**config.mk**
```make
export PLATFORM = sky130hd
export DESIGN_NAME = alu_mc
export DESIGN_NICKNAME = d
export VERILOG_FILES = /design/src/rtl/alu_pkg.sv /design/src/rtl/alu_shift_seq.sv /design/src/rtl/alu_mc.sv
export SDC_FILE = /design/constraint.sdc
export NUM_CORES = 1
export LEC_CHECK = 0
export CAP_MARGIN = 20
export CORE_ASPECT_RATIO = 1.25
export CORE_UTILIZATION = 35
export CTS_CLUSTER_SIZE = 20
export DETAILED_ROUTE_END_ITERATION = 16
export PLACE_DENSITY = 0.63
export SLEW_MARGIN = 20
export SYNTH_ARGS = -nofsm -noshare
export SYNTH_HDL_FRONTEND = slang
export SYNTH_SLANG_ARGS = --single-unit
```
**constraint.sdc**
```tcl
create_clock -name clk -period 7.9 [get_ports clk]
set_input_delay 1.975 -clock clk [delete_from_list [all_inputs] [get_ports clk]]
set_output_delay 1.975 -clock clk [all_outputs]
set_load 0.02 [all_outputs]
```
**src/rtl/alu_pkg.sv**
```systemverilog
// Shared opcode and FSM definitions for the multi-cycle ALU and its decoder.
package alu_pkg;

    localparam logic [2:0] ALU_AND = 3'b000;
    localparam logic [2:0] ALU_OR  = 3'b001;
    localparam logic [2:0] ALU_ADD = 3'b010;
    localparam logic [2:0] ALU_ILL = 3'b011;
    localparam logic [2:0] ALU_SLL = 3'b100;
    localparam logic [2:0] ALU_SRL = 3'b101;
    localparam logic [2:0] ALU_SUB = 3'b110;
    localparam logic [2:0] ALU_SLT = 3'b111;

    typedef enum logic [1:0] {
        ST_IDLE  = 2'd0,
        ST_SHIFT = 2'd1,
        ST_DONE  = 2'd2
    } alu_state_e;

    function automatic logic is_shift_op(input logic [2:0] op);
        return (op == ALU_SLL) || (op == ALU_SRL);
    endfunction

endpackage

```
**src/rtl/alu_shift_seq.sv**
```systemverilog
// Bit-serial shifter: loads an operand and count, then moves one bit per enabled cycle, zero-filled.
module alu_shift_seq
    import alu_pkg::*;
#(
    parameter int unsigned WIDTH = 32
) (
    input  logic             clk,
    input  logic             rst,
    input  logic             load,
    input  logic [WIDTH-1:0] load_val,
    input  logic [4:0]       load_cnt,
    input  logic             shift_en,
    input  logic             dir_right,
    output logic [WIDTH-1:0] value,
    output logic             cnt_last
);

    logic [WIDTH-1:0] value_q, value_d;
    logic [4:0]       cnt_q, cnt_d;

    always_comb begin
        value_d = value_q;
        cnt_d   = cnt_q;
        if (load) begin
            value_d = load_val;
            cnt_d   = load_cnt;
        end else if (shift_en && (cnt_q != '0)) begin
            value_d = dir_right ? (value_q >> 1) : (value_q << 1);
            cnt_d   = cnt_q - 5'd1;
        end
    end

    always_ff @(posedge clk) begin
        if (rst) begin
            value_q <= '0;
            cnt_q   <= '0;
        end else begin
            value_q <= value_d;
            cnt_q   <= cnt_d;
        end
    end

    // The final shift and the move to DONE happen on the same edge.
    assign value    = value_q;
    assign cnt_last = (cnt_q == 5'd1);

endmodule

```
**src/rtl/alu_mc.sv**
```systemverilog
// Multi-cycle ALU: single-cycle logic/arith ops, bit-serial shifts, valid/ready on both sides.
module alu_mc
    import alu_pkg::*;
#(
    parameter int unsigned WIDTH = 32
) (
    input  logic             clk,
    input  logic             rst,
    input  logic             in_valid,
    output logic             in_ready,
    input  logic [2:0]       alucontrol,
    input  logic [WIDTH-1:0] a,
    input  logic [WIDTH-1:0] b,
    input  logic [4:0]       shamt,
    output logic             out_valid,
    input  logic             out_ready,
    output logic [WIDTH-1:0] result,
    output logic             zero,
    output logic             overflow,
    output logic             illegal
);

    alu_state_e state_q, state_d;

    logic [WIDTH-1:0] alu_q, alu_d;
    logic             shift_sel_q, shift_sel_d;
    logic             dir_q, dir_d;
    logic             ovf_q, ovf_d;
    logic             ill_q, ill_d;

    logic             accept;
    logic             start_shift;
    logic [WIDTH-1:0] sum, diff, alu_val;
    logic             alu_ovf;
    logic [WIDTH-1:0] shift_val;
    logic             cnt_last;

    assign accept      = in_valid && (state_q == ST_IDLE);
    assign start_shift = is_shift_op(alucontrol) && (shamt != '0);
    assign sum         = a + b;
    assign diff        = a - b;

    always_comb begin
        alu_val = '0;
        alu_ovf = 1'b0;
        unique case (alucontrol)
            ALU_ADD: begin
                alu_val = sum;
                alu_ovf = (a[WIDTH-1] == b[WIDTH-1]) && (sum[WIDTH-1] != a[WIDTH-1]);
            end
            ALU_SUB: begin
                alu_val = diff;
                alu_ovf = (a[WIDTH-1] != b[WIDTH-1]) && (diff[WIDTH-1] != a[WIDTH-1]);
            end
            ALU_AND: alu_val = a & b;
            ALU_OR:  alu_val = a | b;
            ALU_SLT: alu_val[0] = ($signed(a) < $signed(b));
            ALU_SLL, ALU_SRL: alu_val = a;
            ALU_ILL: alu_val = '0;
            default: alu_val = '0;
        endcase
    end

    alu_shift_seq #(.WIDTH(WIDTH)) u_shift (
        .clk       (clk),
        .rst       (rst),
        .load      (accept && start_shift),
        .load_val  (a),
        .load_cnt  (shamt),
        .shift_en  (state_q == ST_SHIFT),
        .dir_right (dir_q),
        .value     (shift_val),
        .cnt_last  (cnt_last)
    );

    always_ff @(posedge clk) begin
        if (rst) state_q <= ST_IDLE;
        else     state_q <= state_d;
    end

    always_comb begin
        state_d = state_q;
        unique case (state_q)
            ST_IDLE:  if (in_valid) state_d = start_shift ? ST_SHIFT : ST_DONE;
            ST_SHIFT: if (cnt_last) state_d = ST_DONE;
            ST_DONE:  if (out_ready) state_d = ST_IDLE;
            default:  state_d = ST_IDLE;
        endcase
    end

    always_comb begin
        alu_d       = alu_q;
        shift_sel_d = shift_sel_q;
        dir_d       = dir_q;
        ovf_d       = ovf_q;
        ill_d       = ill_q;
        if (accept) begin
            alu_d       = alu_val;
            shift_sel_d = start_shift;
            dir_d       = (alucontrol == ALU_SRL);
            ovf_d       = alu_ovf;
            ill_d       = (alucontrol == ALU_ILL);
        end
    end

    always_ff @(posedge clk) begin
        if (rst) begin
            alu_q       <= '0;
            shift_sel_q <= 1'b0;
            dir_q       <= 1'b0;
            ovf_q       <= 1'b0;
            ill_q       <= 1'b0;
        end else begin
            alu_q       <= alu_d;
            shift_sel_q <= shift_sel_d;
            dir_q       <= dir_d;
            ovf_q       <= ovf_d;
            ill_q       <= ill_d;
        end
    end

    // Result is a mux of two registers, so zero still derives only from flopped state.
    always_comb begin
        in_ready  = (state_q == ST_IDLE);
        out_valid = (state_q == ST_DONE);
        overflow  = (state_q == ST_DONE) && ovf_q;
        illegal   = (state_q == ST_DONE) && ill_q;
        result    = shift_sel_q ? shift_val : alu_q;
        zero      = (result == '0);
    end

endmodule

```
Fig. 1: layout detail
The bar under the picture is 5 um long. Region (99, 126) to (119, 146) um. Cells in gray, sequential cells in the stronger gray; small squares are vias.
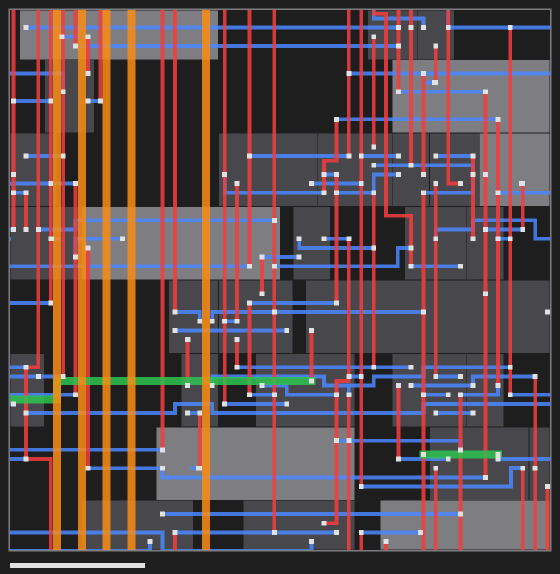
Key: green = met3; orange = met4; red = met2; blue = met1
Sequential cells in the window: 5. Netlist names of flops here include u_shift.value (3). Most frequent: nor2_1 (7), dfxtp_1 (5). 29 logic cells have their middle in the window.

Fig. 2: routing congestion
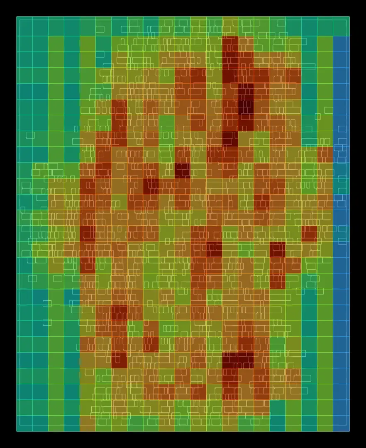
Layout Utilization: 0.4210
routed wire length per instance: 19.42 um
met3 capacity usage during global routing: 0.02677
fraction of met1 tracks used by global routing: 0.3221
busiest metal layer after global routing: met2

==> run notes <==
Status of the implementation.

- The sequential logic power is 0.473 mW, for reference.
- The script computed the net switching share of total power as 0.4065.
- The post-synthesis cell type with the largest instance count is nor2_1, for reference.
- Per the final report, the share of cell area in clock cells is 0.03006.
- The most common cell after layout, fill and taps aside is nor2_1, for reference.
- Per the layout area report, the combinational fraction of cell area is 0.6370.
- The chip area line in the Yosys stat output reads 0.008969 mm2.
- The worst-case headroom to the max-slew limit is 0.3635, for reference.
- The synthesized netlist contains between 70 and 80 unique library cells.
- Total global-route track usage over all layers is 0.2341.
- The worst voltage drop across the vdd grid is between 100 and 150 uV, for reference.
- No sink is reached through more buffers than the 2 on the longest clock path.
- Of the total power, the clock network draws 0.261.
- The internal power consumption is 1.019 mW, for reference.
- The share of the synthesized area in the top cell type is 0.1674, for reference.
- The startpoint identified for the worst register-to-register timing path is state_q[1].
- The slew at the pin with the worst max-slew slack is ~0.95 ns, for reference.
- After synthesis, the design contains 1239 cells according to Yosys.
- Between the synthesized netlist and the finished layout, the area growth was recorded as 18.36%.
- For reference, the final report shows the hold violation count at 0.
- The setup TNS is 0 ns, for reference.
- The flow ran to the end, and the final reports show no timing, DRC or antenna violations.
- The area fraction in mux cells is 0.08482, for reference.
- Per the post-run analysis, buffers plus inverters along the critical path come to 2.
- The capturing element type of the critical path is a flop, for reference.
- The worst hold path class is reg -> reg, for reference.
- The arithmetic-cell share of the synthesized area counting full adders, half adders and majority gates is 0.1649, for reference.
- The power group with the largest share is combinational cells, for reference.
- The OpenROAD report gives the critical path a data arrival time of 5.63 ns.
- The DRC violation count after routing is 0, for reference.
- In this run the number of H-tree levels came out at 3.
- The cell count after synthesis is 1239, for reference.
- The final cell count without fillers is 1633, for reference.
- Setup repair after global routing left no endpoint under its margin.
- The total stage count of the critical path is 12, for reference.
- Traced cell by cell, the critical path runs through clkdlybuf4s50_1 > inv_1 > ha_1 > a21oi_1 > o21ai_0 > a211oi_1 > o221a_2 > o41a_1 > o21bai_1 > a21oi_1 > mux2i_1 > o221ai_2.
- The hold slack is 0.4524 ns, for reference.
- TritonCTS built the clock tree.
- In this run, the synthesized area fraction spent on xor and xnor cells is recorded as 0.03223.
- The end of the worst register-to-register path is ovf_q, for reference.
- Recorded from the global router log, the overflow total was 0.
Fig. 3: wire density map
The die is cut into 29 by 36 equal tiles; white is low, dark blue is high, scaled to the fullest tile. Values are wire area over tile area, all layers added.
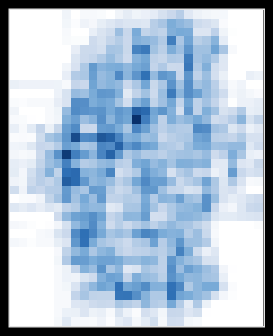
The fullest tile reaches 0.75. The emptiest ninth of the die: top left. 15% of the tiles are over half the peak. The mean over all tiles is 0.20. 21% of the tiles are nearly empty. The densest ninth of the die: middle.

Power is estimated from default activity; no workload was simulated.
